`src/rtl/dram_port_arbiter.sv`:
```
// Round-robin arbiter sharing the 128-bit data-RAM line port between the cache (m0)
// and the UART monitor (m1), one transaction in flight, with a response watchdog.
module dram_port_arbiter #(
  parameter int TMO_W   = 8,
  parameter int TMO_MAX = 200
) (
  input  logic         clk,
  input  logic         rst_n,
  input  logic         m0_rreq,
  input  logic         m1_rreq,
  input  logic         m0_wreq,
  input  logic         m1_wreq,
  input  logic [31:0]  m0_adr,
  input  logic [31:0]  m1_adr,
  input  logic [127:0] m0_wdata,
  input  logic [127:0] m1_wdata,
  input  logic [15:0]  m0_mask,
  input  logic [15:0]  m1_mask,
  output logic         m0_ack,
  output logic         m1_ack,
  output logic         m0_rvalid,
  output logic         m1_rvalid,
  output logic         m0_wdone,
  output logic         m1_wdone,
  output logic [127:0] rdata_out,
  output logic [31:0]  ram_radr,
  output logic [31:0]  ram_wadr,
  output logic         ram_rreq,
  output logic         ram_wen,
  output logic [127:0] ram_wdata,
  output logic [15:0]  ram_mask,
  input  logic [127:0] ram_rdata,
  input  logic         ram_rvalid,
  input  logic         ram_wresp,
  input  logic         err_clr,
  output logic         err_pulse,
  output logic         err_flag,
  output logic         busy
);

  typedef enum logic [1:0] {IDLE = 2'd0, RD_WAIT = 2'd1, WR_WAIT = 2'd2} state_t;

  state_t           state_r, state_s;
  logic             last_grant_r, owner_r;
  logic [TMO_W-1:0] cnt_r;
  logic             m0_req_s, m1_req_s, grant_s, sel_s, grant_rd_s;
  logic             rd_hit_s, wr_hit_s, tmo_s;

  assign m0_req_s   = m0_rreq | m0_wreq;
  assign m1_req_s   = m1_rreq | m1_wreq;
  assign grant_rd_s = sel_s ? m1_rreq : m0_rreq;
  assign rd_hit_s   = (state_r == RD_WAIT) && ram_rvalid;
  assign wr_hit_s   = (state_r == WR_WAIT) && ram_wresp;
  // A response landing in the timeout cycle takes precedence over the abort.
  assign tmo_s      = (state_r != IDLE) && !rd_hit_s && !wr_hit_s &&
                      (cnt_r == TMO_W'(TMO_MAX));

  assign m0_rvalid  = rd_hit_s && !owner_r;
  assign m1_rvalid  = rd_hit_s && owner_r;
  assign m0_wdone   = wr_hit_s && !owner_r;
  assign m1_wdone   = wr_hit_s && owner_r;
  assign rdata_out  = rd_hit_s ? ram_rdata : {128{1'b0}};
  assign err_pulse  = tmo_s;
  assign busy       = (state_r != IDLE);

  // Grant selection: round-robin tie-break against the previous winner.
  always_comb begin
    grant_s = 1'b0;
    sel_s   = 1'b0;
    if (state_r == IDLE) begin
      if (m0_req_s && m1_req_s) begin
        grant_s = 1'b1;
        sel_s   = ~last_grant_r;
      end else if (m0_req_s) begin
        grant_s = 1'b1;
        sel_s   = 1'b0;
      end else if (m1_req_s) begin
        grant_s = 1'b1;
        sel_s   = 1'b1;
      end else begin
        grant_s = 1'b0;
      end
    end else begin
      grant_s = 1'b0;
    end
  end

  // Next-state decode.
  always_comb begin
    state_s = state_r;
    case (state_r)
      IDLE: begin
        if (grant_s) state_s = grant_rd_s ? RD_WAIT : WR_WAIT;
        else         state_s = IDLE;
      end
      RD_WAIT: begin
        if (rd_hit_s || tmo_s) state_s = IDLE;
        else                   state_s = RD_WAIT;
      end
      WR_WAIT: begin
        if (wr_hit_s || tmo_s) state_s = IDLE;
        else                   state_s = WR_WAIT;
      end
      default: state_s = IDLE;
    endcase
  end

  // State, ownership and watchdog counter.
  always_ff @(posedge clk or negedge rst_n) begin
    if (!rst_n) begin
      state_r      <= IDLE;
      last_grant_r <= 1'b1;
      owner_r      <= 1'b0;
      cnt_r        <= {TMO_W{1'b0}};
      err_flag     <= 1'b0;
    end else begin
      state_r <= state_s;
      if (grant_s) begin
        owner_r      <= sel_s;
        last_grant_r <= sel_s;
        cnt_r        <= TMO_W'(1);
      end else if (state_r != IDLE) begin
        cnt_r <= cnt_r + TMO_W'(1);
      end
      if (tmo_s)        err_flag <= 1'b1;
      else if (err_clr) err_flag <= 1'b0;
    end
  end

  // RAM-side strobes, acks and captured request fields.
  always_ff @(posedge clk or negedge rst_n) begin
    if (!rst_n) begin
      ram_rreq  <= 1'b0;
      ram_wen   <= 1'b0;
      m0_ack    <= 1'b0;
      m1_ack    <= 1'b0;
      ram_radr  <= 32'h0;
      ram_wadr  <= 32'h0;
      ram_wdata <= 128'h0;
      ram_mask  <= 16'h0;
    end else begin
      ram_rreq <= grant_s && grant_rd_s;
      ram_wen  <= grant_s && !grant_rd_s;
      m0_ack   <= grant_s && !sel_s;
      m1_ack   <= grant_s && sel_s;
      if (grant_s && grant_rd_s) begin
        ram_radr <= {(sel_s ? m1_adr[31:4] : m0_adr[31:4]), 4'h0};
      end
      if (grant_s && !grant_rd_s) begin
        ram_wadr  <= {(sel_s ? m1_adr[31:4] : m0_adr[31:4]), 4'h0};
        ram_wdata <= sel_s ? m1_wdata : m0_wdata;
        ram_mask  <= sel_s ? m1_mask : m0_mask;
      end
    end
  end

endmodule

```
`config.mk`:
```
export PLATFORM = sky130hd
export DESIGN_NAME = dram_port_arbiter
export DESIGN_NICKNAME = d
export VERILOG_FILES = /design/src/rtl/dram_port_arbiter.sv
export SDC_FILE = /design/constraint.sdc
export NUM_CORES = 1
export LEC_CHECK = 0
export CORE_AREA = 8 8 316 318
export CTS_CLUSTER_SIZE = 40
export DETAILED_ROUTE_END_ITERATION = 10
export DIE_AREA = 0 0 324 326
export GPL_TIMING_DRIVEN = 0
export SYNTH_ARGS = -nofsm -noshare
export SYNTH_HDL_FRONTEND = slang
export SYNTH_SLANG_ARGS = --single-unit
```
`constraint.sdc`:
```
create_clock -name clk -period 1.83 [get_ports clk]
set_clock_uncertainty 0.05 [all_clocks]
set_input_delay 0.549 -clock clk [delete_from_list [all_inputs] [get_ports clk]]
set_output_delay 0.549 -clock clk [all_outputs]
set_load 0.005 [all_outputs]
```
Figure 1. Placed cells, one colour a class.
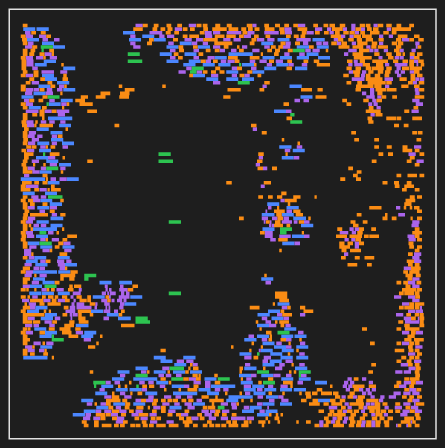
colour	class	cells
purple	combinational and other logic	577
green	clock drivers and dummy loads	46
orange	remaining buffers and delay cells	999
blue	sequential cells	217
Design Area, Final: 24,900 um^2
FP Rows: 113
fin util: 0.264

Figure 2. Sizing map.
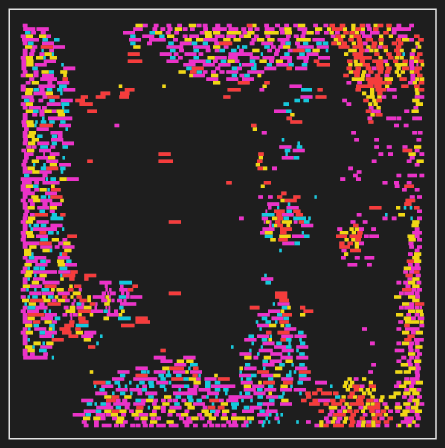
colour	size	cells	share	most used
magenta	_0 and _1 cells	819	45%	clkdlybuf4s50_1
red	_6 and larger	306	17%	buf_6
cyan	_2 cells	315	17%	mux2_2
yellow	_3 and _4 cells	399	22%	mux2_4
setup ws final: -909 ps
Buffers excl. clock: 999
Syn-to-layout area delta: 121%

==> run_results.csv <==
group,metric,value,unit
run_status,status,"complete, but fails checks",
run_status,violations,"negative setup slack",
synthesis,ys_types,39,
grt,grt_use_met2,0.252,
floorplan,die_height,326,um
clocking,clkLatencyLatePin,570,ps
final_layout,largest_cell_class,"buffers",
synthesis,top_cell_area_share,0.479,
worst_setup_path,criticalPathCategory,"register to output pin",
final_layout,fillers,10000,
final_layout,nets,2312,
worst_setup_path,crit_buf_inv,1,
synthesis,yosys-top-cells-count,"238 x mux2_2, 216 x dfrtp_1, 131 x mux2_1, 130 x and2_1, 20 x buf_2",
final_layout,layout.cells.non_filler,3114,
synthesis,ys_seq_elements,217,
route,wl,79000,um
route,drt-met1-wl,29900,um
floorplan,ios,836,
route,wire_per_inst,25.4,um
synthesis,edf_count,0,
grt,grt-ovfl-total,0,
clocking,cts_sinks,217,
power,p_comb_frac,0.617,
timing,setup_viol,347,
job,drv_cap,0,
final_layout,clkCellAreaFrac,0.0357,
timing,fin_ws,-909,ps
grt,grt_max_degree,102,
clocking,post_cts_buffers,85,
final_layout,inverters,9,
final_layout,antenna_cells,10,
synthesis,synthCells,851,
clocking,clk_pin_slew,60,ps
timing,setup_tns,-244070,ps
grt,grt_use_met1,0.161,
power,p_sw_frac,0.344,
synthesis,yosys-stat-cells,851,
final_layout,sh_seq_area,0.218,
synthesis,syn_avg_cell_area,13.3,um^2
power,switchingPower,12600,uW
worst_setup_path,crit_slowest_cell,"dfrtp_2",
route,post-route-drc-count,0,
timing,fin_crit,2740,ps
worst_setup_path,path_depth,4,
clocking,root_buffer,"clkbuf_16",
-- through the flow --
stage | power (uW) | util
6_report | 36500 | 0.264
5_1_grt | 38700 | 0.264
4_1_cts | 37100 | 0.260
3_5_place_dp | 26500 | 0.226
3_3_place_gp | 26500 | 0.225
2_1_floorplan | 15600 | -
-- logic make-up after synthesis --
family                   Yosys count  synth area share
AND-OR/OR-AND                     28            0.0167
buffers and inverters             73            0.0418
adder cells (fa/ha/maj)            2           0.00222
multiplexers                     372             0.372
AND/OR/NAND/NOR                  158            0.0855
flip-flops                       217             0.481
other                              1          0.000332
-- power by group through the flow --
stage          sequential (uW)  combinational (uW)  clock [uW]
2_1_floorplan             8650                6920           0
3_3_place_gp              8560               18000           0
3_5_place_dp              8610               17900           0
4_1_cts                   8550               22900        5710
5_1_grt                   8880               23900        5890
6_report                  8540               22500        5460
No activity file was given, so power comes from the tool's default toggle rates.
